File: config.mk
export PLATFORM = sky130hd
export DESIGN_NAME = xornc_decode_buffer_flat
export DESIGN_NICKNAME = d
export VERILOG_FILES = /design/src/rtl/xornc_decode_buffer_pkg.sv /design/src/rtl/xornc_decode_buffer_if.sv /design/src/rtl/xornc_decode_cam.sv /design/src/rtl/xornc_decode_buffer.sv /design/src/flat_wrapper.sv
export SDC_FILE = /design/constraint.sdc
export NUM_CORES = 2
export LEC_CHECK = 0
export CAP_MARGIN = 20
export CORE_ASPECT_RATIO = 0.6
export CORE_MARGIN = 8
export CORE_UTILIZATION = 52
export DETAILED_ROUTE_END_ITERATION = 16
export GPL_ROUTABILITY_DRIVEN = 0
export PLACE_DENSITY = 0.71
export SYNTH_ARGS = -nofsm -noshare
export SYNTH_HDL_FRONTEND = slang
export SYNTH_HIERARCHICAL = 1
export SYNTH_SLANG_ARGS = --single-unit
export TNS_END_PERCENT = 50
File: constraint.sdc
create_clock -name clk -period 52.7 [get_ports clk]
set_input_delay 10.54 -clock clk [delete_from_list [all_inputs] [get_ports clk]]
set_output_delay 10.54 -clock clk [all_outputs]
set_load 0.02 [all_outputs]
File: src/rtl/xornc_decode_buffer_pkg.sv
// Shared types and constants for the XOR network-coding decode buffer.
// Packet ID layout, port indices and coded-flag encoding shared with the encoder logic.
package xornc_decode_buffer_pkg;

  // Router direction indices.
  localparam int unsigned IDX_IP = 0;
  localparam int unsigned IDX_W  = 1;
  localparam int unsigned IDX_E  = 2;
  localparam int unsigned IDX_S  = 3;
  localparam int unsigned IDX_N  = 4;
  localparam int unsigned IDX_D  = 5;
  localparam int unsigned IDX_U  = 6;

  // Packet ID = {x, y, z, seq}.
  localparam int unsigned ID_X_W   = 3;
  localparam int unsigned ID_Y_W   = 3;
  localparam int unsigned ID_Z_W   = 2;
  localparam int unsigned ID_SEQ_W = 4;
  localparam int unsigned ID_W_DEF = ID_X_W + ID_Y_W + ID_Z_W + ID_SEQ_W;

  localparam logic CODED_FLAG  = 1'b1;
  localparam logic NATIVE_FLAG = 1'b0;

  typedef enum logic [1:0] {
    StIdle,
    StLookup,
    StEmit
  } dec_state_e;

endpackage

File: src/rtl/xornc_decode_buffer_if.sv
// Ingress/egress packet channel of the decode buffer.
// The slave modport is the decode buffer; the master is the crossbar/IP side.
interface xornc_decode_buffer_if #(
  parameter int unsigned DATA_W = 64,
  parameter int unsigned ID_W   = 12
);
  logic              in_valid;
  logic              in_ready;
  logic              in_coded;
  logic [ID_W-1:0]   in_id_a;
  logic [ID_W-1:0]   in_id_b;
  logic [DATA_W-1:0] in_data;
  logic              out_valid;
  logic              out_ready;
  logic [ID_W-1:0]   out_id;
  logic [DATA_W-1:0] out_data;
  logic              out_decoded;

  modport slave (
    input  in_valid, in_coded, in_id_a, in_id_b, in_data, out_ready,
    output in_ready, out_valid, out_id, out_data, out_decoded
  );

  modport master (
    output in_valid, in_coded, in_id_a, in_id_b, in_data, out_ready,
    input  in_ready, out_valid, out_id, out_data, out_decoded
  );
endinterface

File: src/rtl/xornc_decode_cam.sv
// Native-packet cache: DEPTH x {valid, id, data}, two lookup ports, one write port.
// A write whose ID is already cached overwrites in place; otherwise it replaces the oldest entry.
module xornc_decode_cam #(
  parameter int unsigned DATA_W = 64,
  parameter int unsigned ID_W   = 12,
  parameter int unsigned DEPTH  = 8
) (
  input  logic              clk,
  input  logic              rst,
  input  logic [ID_W-1:0]   lk_id_a_i,
  input  logic [ID_W-1:0]   lk_id_b_i,
  output logic              hit_a_o,
  output logic              hit_b_o,
  output logic [DATA_W-1:0] data_a_o,
  output logic [DATA_W-1:0] data_b_o,
  input  logic              wr_en_i,
  input  logic [ID_W-1:0]   wr_id_i,
  input  logic [DATA_W-1:0] wr_data_i
);
  localparam int unsigned IdxW = $clog2(DEPTH);

  logic [DEPTH-1:0]  valid_q, valid_d;
  logic [ID_W-1:0]   id_q   [DEPTH];
  logic [ID_W-1:0]   id_d   [DEPTH];
  logic [DATA_W-1:0] data_q [DEPTH];
  logic [DATA_W-1:0] data_d [DEPTH];
  logic [IdxW-1:0]   wr_ptr_q, wr_ptr_d;

  logic [IdxW-1:0] idx_a, idx_b, idx_w, tgt;
  logic            hit_w;

  always_comb begin
    hit_a_o = 1'b0;
    hit_b_o = 1'b0;
    hit_w   = 1'b0;
    idx_a   = '0;
    idx_b   = '0;
    idx_w   = '0;
    for (int i = 0; i < DEPTH; i++) begin
      if (valid_q[i] && id_q[i] == lk_id_a_i) begin
        hit_a_o = 1'b1;
        idx_a   = IdxW'(i);
      end
      if (valid_q[i] && id_q[i] == lk_id_b_i) begin
        hit_b_o = 1'b1;
        idx_b   = IdxW'(i);
      end
      if (valid_q[i] && id_q[i] == wr_id_i) begin
        hit_w = 1'b1;
        idx_w = IdxW'(i);
      end
    end
  end

  assign data_a_o = data_q[idx_a];
  assign data_b_o = data_q[idx_b];

  always_comb begin
    valid_d  = valid_q;
    id_d     = id_q;
    data_d   = data_q;
    wr_ptr_d = wr_ptr_q;
    tgt      = hit_w ? idx_w : wr_ptr_q;
    if (wr_en_i) begin
      valid_d[tgt] = 1'b1;
      id_d[tgt]    = wr_id_i;
      data_d[tgt]  = wr_data_i;
      // DEPTH is a power of two, so the pointer wraps naturally.
      if (!hit_w) wr_ptr_d = wr_ptr_q + IdxW'(1);
    end
  end

  always_ff @(posedge clk or posedge rst) begin
    if (rst) begin
      valid_q  <= '0;
      wr_ptr_q <= '0;
      for (int i = 0; i < DEPTH; i++) begin
        id_q[i]   <= '0;
        data_q[i] <= '0;
      end
    end else begin
      valid_q  <= valid_d;
      wr_ptr_q <= wr_ptr_d;
      id_q     <= id_d;
      data_q   <= data_d;
    end
  end
endmodule

File: src/rtl/xornc_decode_buffer.sv
// XOR network-coding decode buffer at the local ejection port: caches natives, decodes coded pairs.
// Define XORNC_DEC_STATS_EN to build the saturating stat_* counters; otherwise they read 0.
module xornc_decode_buffer
  import xornc_decode_buffer_pkg::*;
#(
  parameter int unsigned DATA_W = 64,
  parameter int unsigned ID_W   = 12,
  parameter int unsigned DEPTH  = 8,
  parameter int unsigned CNT_W  = 16
) (
  input  logic                    clk,
  input  logic                    rst,
  xornc_decode_buffer_if.slave    bus,
  output logic                    miss_pulse,
  output logic [CNT_W-1:0]        stat_decoded,
  output logic [CNT_W-1:0]        stat_miss,
  output logic [CNT_W-1:0]        stat_dup
);
  dec_state_e        state_q, state_d;
  logic              coded_q, coded_d;
  logic [ID_W-1:0]   id_a_q, id_a_d, id_b_q, id_b_d;
  logic [DATA_W-1:0] data_q, data_d;
  logic              out_valid_q, out_valid_d, out_decoded_q, out_decoded_d;
  logic [ID_W-1:0]   out_id_q, out_id_d;
  logic [DATA_W-1:0] out_data_q, out_data_d;

  logic              hit_a, hit_b, wr_en, miss, dup, dec_inc;
  logic [DATA_W-1:0] data_a, data_b, wr_data;
  logic [ID_W-1:0]   wr_id;

  xornc_decode_cam #(
    .DATA_W(DATA_W),
    .ID_W  (ID_W),
    .DEPTH (DEPTH)
  ) u_cam (
    .clk      (clk),
    .rst      (rst),
    .lk_id_a_i(id_a_q),
    .lk_id_b_i(id_b_q),
    .hit_a_o  (hit_a),
    .hit_b_o  (hit_b),
    .data_a_o (data_a),
    .data_b_o (data_b),
    .wr_en_i  (wr_en),
    .wr_id_i  (wr_id),
    .wr_data_i(wr_data)
  );

  assign bus.in_ready    = (state_q == StIdle) && !rst;
  assign bus.out_valid   = out_valid_q;
  assign bus.out_id      = out_id_q;
  assign bus.out_data    = out_data_q;
  assign bus.out_decoded = out_decoded_q;
  assign miss_pulse      = miss;

  always_comb begin
    state_d       = state_q;
    coded_d       = coded_q;
    id_a_d        = id_a_q;
    id_b_d        = id_b_q;
    data_d        = data_q;
    out_valid_d   = out_valid_q;
    out_id_d      = out_id_q;
    out_data_d    = out_data_q;
    out_decoded_d = out_decoded_q;
    wr_en         = 1'b0;
    wr_id         = id_a_q;
    wr_data       = data_q;
    miss          = 1'b0;
    dup           = 1'b0;
    dec_inc       = 1'b0;
    unique case (state_q)
      StIdle: begin
        if (bus.in_valid && bus.in_ready) begin
          coded_d = bus.in_coded;
          id_a_d  = bus.in_id_a;
          id_b_d  = bus.in_id_b;
          data_d  = bus.in_data;
          state_d = StLookup;
        end
      end
      StLookup: begin
        if (coded_q == NATIVE_FLAG) begin
          wr_en         = 1'b1;
          out_valid_d   = 1'b1;
          out_id_d      = id_a_q;
          out_data_d    = data_q;
          out_decoded_d = 1'b0;
          state_d       = StEmit;
        end else if (hit_a && hit_b) begin
          dup     = 1'b1;
          state_d = StIdle;
        end else if (!hit_a && !hit_b) begin
          miss    = 1'b1;
          state_d = StIdle;
        end else begin
          // Exactly one partner cached: recover the other and cache it as a native.
          wr_en         = 1'b1;
          wr_id         = hit_a ? id_b_q : id_a_q;
          wr_data       = data_q ^ (hit_a ? data_a : data_b);
          out_valid_d   = 1'b1;
          out_id_d      = wr_id;
          out_data_d    = wr_data;
          out_decoded_d = 1'b1;
          state_d       = StEmit;
        end
      end
      StEmit: begin
        if (bus.out_ready) begin
          out_valid_d = 1'b0;
          dec_inc     = out_decoded_q;
          state_d     = StIdle;
        end
      end
      default: state_d = StIdle;
    endcase
  end

  always_ff @(posedge clk or posedge rst) begin
    if (rst) begin
      state_q       <= StIdle;
      coded_q       <= 1'b0;
      id_a_q        <= '0;
      id_b_q        <= '0;
      data_q        <= '0;
      out_valid_q   <= 1'b0;
      out_id_q      <= '0;
      out_data_q    <= '0;
      out_decoded_q <= 1'b0;
    end else begin
      state_q       <= state_d;
      coded_q       <= coded_d;
      id_a_q        <= id_a_d;
      id_b_q        <= id_b_d;
      data_q        <= data_d;
      out_valid_q   <= out_valid_d;
      out_id_q      <= out_id_d;
      out_data_q    <= out_data_d;
      out_decoded_q <= out_decoded_d;
    end
  end

`ifdef XORNC_DEC_STATS_EN
  logic [CNT_W-1:0] stat_dec_q, stat_dec_d, stat_miss_q, stat_miss_d, stat_dup_q, stat_dup_d;

  // Saturate at all-ones rather than wrapping.
  always_comb begin
    stat_dec_d  = (dec_inc && stat_dec_q != '1) ? stat_dec_q + CNT_W'(1) : stat_dec_q;
    stat_miss_d = (miss && stat_miss_q != '1) ? stat_miss_q + CNT_W'(1) : stat_miss_q;
    stat_dup_d  = (dup && stat_dup_q != '1) ? stat_dup_q + CNT_W'(1) : stat_dup_q;
  end

  always_ff @(posedge clk or posedge rst) begin
    if (rst) begin
      stat_dec_q  <= '0;
      stat_miss_q <= '0;
      stat_dup_q  <= '0;
    end else begin
      stat_dec_q  <= stat_dec_d;
      stat_miss_q <= stat_miss_d;
      stat_dup_q  <= stat_dup_d;
    end
  end

  assign stat_decoded = stat_dec_q;
  assign stat_miss    = stat_miss_q;
  assign stat_dup     = stat_dup_q;
`else
  logic unused_stats;
  assign unused_stats = dup ^ dec_inc;
  assign stat_decoded = '0;
  assign stat_miss    = '0;
  assign stat_dup     = '0;
`endif
endmodule

File: src/flat_wrapper.sv
// flat-port wrapper written by rule: the top's interface ports become plain ports
module xornc_decode_buffer_flat import xornc_decode_buffer_pkg::*;
#(
  parameter int unsigned DATA_W = 64,
  parameter int unsigned ID_W   = 12,
  parameter int unsigned DEPTH  = 8,
  parameter int unsigned CNT_W  = 16
)
  (clk, rst, miss_pulse, stat_decoded, stat_miss, stat_dup, bus_in_valid, bus_in_coded, bus_in_id_a, bus_in_id_b, bus_in_data, bus_out_ready, bus_in_ready, bus_out_valid, bus_out_id, bus_out_data, bus_out_decoded);
  xornc_decode_buffer_if #(.DATA_W(DATA_W), .ID_W(ID_W)) bus_i ();
  input  logic clk;
  input  logic rst;
  output logic miss_pulse;
  output logic [CNT_W-1:0] stat_decoded;
  output logic [CNT_W-1:0] stat_miss;
  output logic [CNT_W-1:0] stat_dup;
  input wire logic [$bits(bus_i.in_valid)-1:0] bus_in_valid;
  input wire logic [$bits(bus_i.in_coded)-1:0] bus_in_coded;
  input wire logic [$bits(bus_i.in_id_a)-1:0] bus_in_id_a;
  input wire logic [$bits(bus_i.in_id_b)-1:0] bus_in_id_b;
  input wire logic [$bits(bus_i.in_data)-1:0] bus_in_data;
  input wire logic [$bits(bus_i.out_ready)-1:0] bus_out_ready;
  output wire logic [$bits(bus_i.in_ready)-1:0] bus_in_ready;
  output wire logic [$bits(bus_i.out_valid)-1:0] bus_out_valid;
  output wire logic [$bits(bus_i.out_id)-1:0] bus_out_id;
  output wire logic [$bits(bus_i.out_data)-1:0] bus_out_data;
  output wire logic [$bits(bus_i.out_decoded)-1:0] bus_out_decoded;
  assign bus_i.in_valid = bus_in_valid;
  assign bus_i.in_coded = bus_in_coded;
  assign bus_i.in_id_a = bus_in_id_a;
  assign bus_i.in_id_b = bus_in_id_b;
  assign bus_i.in_data = bus_in_data;
  assign bus_i.out_ready = bus_out_ready;
  assign bus_in_ready = bus_i.in_ready;
  assign bus_out_valid = bus_i.out_valid;
  assign bus_out_id = bus_i.out_id;
  assign bus_out_data = bus_i.out_data;
  assign bus_out_decoded = bus_i.out_decoded;
  xornc_decode_buffer #(.DATA_W(DATA_W), .ID_W(ID_W), .DEPTH(DEPTH), .CNT_W(CNT_W)) u_core (.clk(clk), .rst(rst), .bus(bus_i), .miss_pulse(miss_pulse), .stat_decoded(stat_decoded), .stat_miss(stat_miss), .stat_dup(stat_dup));
endmodule
Fig. 1: metal 1
Bar = 100 µm.
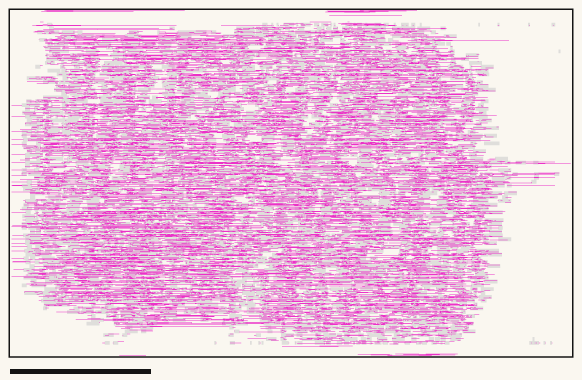
4,008 nets have wire on it. The longest straight run is 122 µm. The layer holds 44% of the routed length. The layer carries 63.6 mm of wire.
drt total wl: 146,000 µm
met1 track utilization from global routing: 0.424
vias after detailed routing: 35,900

Fig. 2: the metal 2 layer
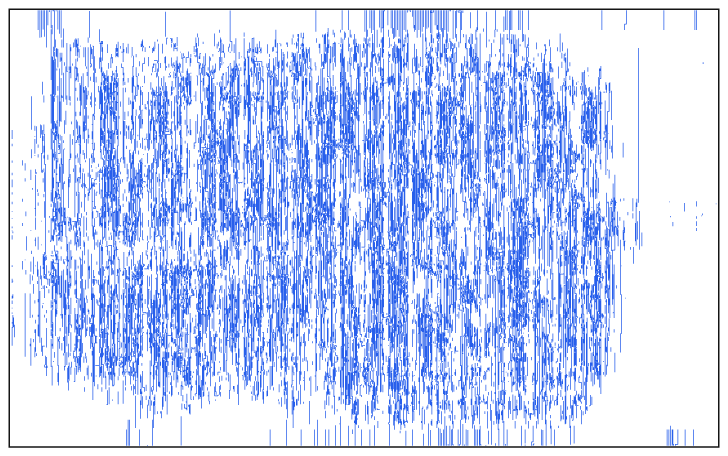
The layer carries 61.5 mm of wire. 3,606 nets have wire on it. The layer holds 42% of the routed length.

Fig. 3: the metal 3 layer
Bar = 100 µm.
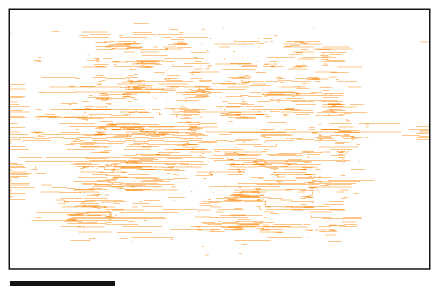
The layer carries 15,900 µm of wire. The wires run mostly horizontal. The layer holds 11% of the routed length.
met3 track utilization from global routing: 0.0713

Fig. 4: metal 4
Bar = 100 µm.
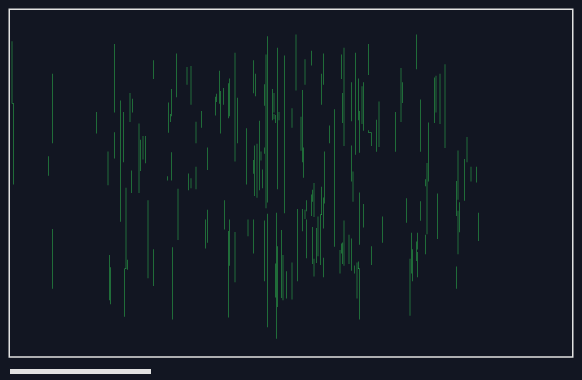
The wires run mostly vertical. The layer holds 3.4% of the routed length.

==> tab_implementation.tex <==
% Synthesis and place-and-route results
\begin{tabular}{lr}
\hline
Metric & Value \\
\hline
\multicolumn{2}{l}{\textbf{Critical path}} \\
\quad Arrival time of the worst setup path & 12.51 ns \\
\quad Worst path slowest cell & sky130\_fd\_sc\_hd\_\_clkdlybuf4s50\_1 \\
\quad Delay of the slowest cell on the worst path & 0.70 ns \\
\quad Path type of the worst setup path & in -> out \\
\quad Maximum net fanout on the critical path & 34 \\
\quad Cell-by-cell listing of the critical path & clkdlybuf4s50\_1 > nor3\_4 > buf\_4 > clkdlybuf4s50\_1 \\
\quad CP dominant cell by count & sky130\_fd\_sc\_hd\_\_clkdlybuf4s50\_1 \\
\quad CP Data Required Time & 42.16 ns \\
\quad Launch point of the critical path & rst \\
\quad Register-to-register setup slack & 42.19 ns \\
\quad Beginning of the worst register-to-register path & u\_core/id\_a\_q[11] \\
\quad FF-to-FF path depth & 20 \\
\multicolumn{2}{l}{\textbf{GRT}} \\
\quad Top Usage Layer GRT & met1 \\
\quad Vias in the first global route & 36,200 \\
\quad Overall overflow remaining after global route & 0 \\
\quad Met2 global-route usage & 0.419 \\
\quad Antenna violations before repair & 2 \\
\multicolumn{2}{l}{\textbf{Synthesis}} \\
\quad Number of cell instances after yosys synthesis & 4,214 \\
\quad Seq cells post-synth & 788 \\
\quad Top-area cell type share of the netlist area & 0.431 \\
\quad Number of warnings reported in the yosys synthesis log & 6 \\
\quad Top cells by area, synth & sky130\_fd\_sc\_hd\_\_dfrtp\_1, sky130\_fd\_sc\_hd\_\_mux2\_2, sky130\_fd\_sc\_hd\_\_xnor2\_1 \\
\quad Seq share, synth & 0.431 \\
\quad Unique masters post-synth & 63 \\
\quad Syn Std Cell Area & 0.0457 mm² \\
\quad Gate Count Post-Synth & 4,214 \\
\quad Share of flip-flops with an asynchronous set or reset & 1.00 \\
\quad Number of enable-type register cells in the synthesized netlist & 0 \\
\quad Cell type with the highest aggregate area in the netlist & sky130\_fd\_sc\_hd\_\_dfrtp\_1 \\
\multicolumn{2}{l}{\textbf{Final layout}} \\
\quad Sequential Area & 0.0197 mm² \\
\quad Clock tree cell share of total cell area & 0.0562 \\
\quad Non-clock buffer count in the final layout & 264 \\
\quad Number of antenna cells inserted & 0 \\
\quad Fraction of area in non-clock buffers & 0.0502 \\
\quad Flop count & 788 \\
\quad Sequential portion of the cell area & 0.391 \\
\quad Share of cells above drive strength 1 & 0.193 \\
\quad Combinational share of cell area & 0.471 \\
\quad Growth of design area from synthesis to finish & 10.5\% \\
\multicolumn{2}{l}{\textbf{Timing}} \\
\quad Unrepaired setup endpoints after global routing & no \\
\quad Transition time of the tightest slew-check pin & 1.18 ns \\
\quad Final worst clock skew & 0.0238 ns \\
\quad Summed negative setup slack over all endpoints & 0 ns \\
\quad Final worst slack & 29.65 ns \\
\quad Setup violators final & 0 \\
\quad Relative slew margins & 0.214 \\
\quad Post-Route Hold Slack & 0.501 ns \\
\quad Min Clock Period, post-route & 23.05 ns \\
\quad Achievable Freq & 0.0434 GHz \\
\multicolumn{2}{l}{\textbf{Clocking}} \\
\quad Clock Latency Late Sink & 0.66 ns \\
\quad Root buf cell & sky130\_fd\_sc\_hd\_\_clkbuf\_16 \\
\quad Number of buffers inserted during clock tree synthesis & 80 \\
\quad Cells resized by post-CTS repair & 0 \\
\quad Post-CTS clock slew at the launch and capture registers of the worst setup and hold paths & 0.06 ns \\
\quad Clock sink count & 788 \\
\quad CTS max path bufs & 3 \\
\multicolumn{2}{l}{\textbf{Drt}} \\
\quad Via/cell ratio & 6.67 \\
\quad Drc violations & 0 \\
\quad Detailed-routing iteration count for the pre-antenna-repair pass & 8 \\
\quad Top routing layer in use & met4 \\
\quad WL met2 & 61,500 µm \\
\multicolumn{2}{l}{\textbf{Min path}} \\
\quad Cells on Worst Hold Path & 1 \\
\quad Type of the most critical hold path & reg -> reg \\
\quad Hold Startpoint & u\_core/u\_cam/data\_q[396] \\
\multicolumn{2}{l}{\textbf{Floorplan}} \\
\quad Pre-Place Util & 0.523 \\
\quad Chip Width & 399 µm \\
\quad Height of the die & 246 µm \\
\quad Number of placement rows & 84 \\
\quad Area of the die & 0.0979 mm² \\
\multicolumn{2}{l}{\textbf{Run}} \\
\quad Number of max-cap violations & 0 \\
\multicolumn{2}{l}{\textbf{Placed design}} \\
\quad Pre-CTS setup slack & 29.66 ns \\
\multicolumn{2}{l}{\textbf{Status}} \\
\quad Outcome & finished clean \\
\multicolumn{2}{l}{\textbf{Power and ir drop}} \\
\quad Overall power & 2.62 mW \\
\quad Power density of the placed cells & 51.8 mW/mm² \\
\hline
\end{tabular}
## layout by cell type, fill, tap and decap left out, drive strengths merged, types with 133 or more instances in the layout
| master | netlist | routed |
|---|---|---|
| dfrtp | 788 | 788 |
| mux2 | 709 | 709 |
| xnor2 | 346 | 346 |
| nor3 | 260 | 260 |
| a211oi | 259 | 259 |
| and3 | 257 | 257 |
| o21ai | 195 | 195 |
| clkdlybuf4s50 | 0 | 172 |
| nand2 | 152 | 152 |
| nor2 | 133 | 133 |
## cells in the mapped netlist (91+ instances only)
| cell | instances |
|---|---|
| sky130_fd_sc_hd__dfrtp_1 | 788 |
| sky130_fd_sc_hd__mux2_2 | 414 |
| sky130_fd_sc_hd__xnor2_1 | 346 |
| sky130_fd_sc_hd__nor3_1 | 258 |
| sky130_fd_sc_hd__and3_1 | 257 |
| sky130_fd_sc_hd__a211oi_1 | 256 |
| sky130_fd_sc_hd__clkbuf_1 | 230 |
| sky130_fd_sc_hd__o21ai_0 | 194 |
| sky130_fd_sc_hd__mux2_1 | 174 |
| sky130_fd_sc_hd__nand2_1 | 152 |
| sky130_fd_sc_hd__nor2_1 | 132 |
| sky130_fd_sc_hd__o311ai_0 | 125 |
| sky130_fd_sc_hd__mux2_4 | 121 |
| sky130_fd_sc_hd__nand3_1 | 91 |
## how the worst max path moves through the flow
stage	end	slack, ns	cells after the start
after floorplan	u_core/u_cam/data_q[0]	24.83	1
after global placement	bus_in_ready	29.69	4
after detailed placement	bus_in_ready	29.66	4
after CTS	bus_in_ready	29.65	4
after global routing	bus_in_ready	29.59	4
final	bus_in_ready	29.65	4
## registers in the layout (all words and copies together) (netlist names)
signal	count
u_core/data_q	64
u_core/state_q	2
u_core/u_cam/id_q	96
u_core/bus.out_id	12
u_core/u_cam/valid_q	8
u_core/u_cam/wr_ptr_q	3
u_core/u_cam/data_q	512
u_core/id_a_q	12
u_core/coded_q	1
u_core/bus.out_valid	1
u_core/bus.out_decoded	1
u_core/id_b_q	12
u_core/bus.out_data	64
## through the flow
| step | utilization | std cells | area, µm² |
|---|---|---|---|
| global placement | 0.544 | 5230 | 47500 |
| global route | 0.578 | 5381 | 50500 |
| detailed placement | 0.544 | 5230 | 47500 |
| CTS | 0.577 | 5375 | 50400 |
| finish | 0.578 | 5381 | 50500 |
| floorplan | - | 4261 | 45900 |
## cell families (layout without fill, tap and decap cells)
logic type      after synthesis  after routing  share of synthesized area
simple gates               1038           1038                      0.123
flops                       788            788                      0.431
compound gates              786            786                      0.127
mux                         754            754                      0.195
buf+inv                     489            448                     0.0551
xor+xnor                    354            354                     0.0678
fa+ha+maj                     4              4                    0.00110
other cells                   1             48                  0.0000821
## power by group
| group | total [mW] | internal [mW] | switching (mW) |
|---|---|---|---|
| Combinational | 0.920 | 0.483 | 0.437 |
| Sequential | 1.08 | 0.850 | 0.228 |
| Clock | 0.619 | 0.363 | 0.255 |
| Total | 2.62 | 1.70 | 0.921 |
## worst max-delay path, delay by kind of cell
kind                   cells  cell delay, ns
buffers and inverters      3            1.76
and+or+nand+nor            1            0.21
Power and IR drop assume default switching activity.
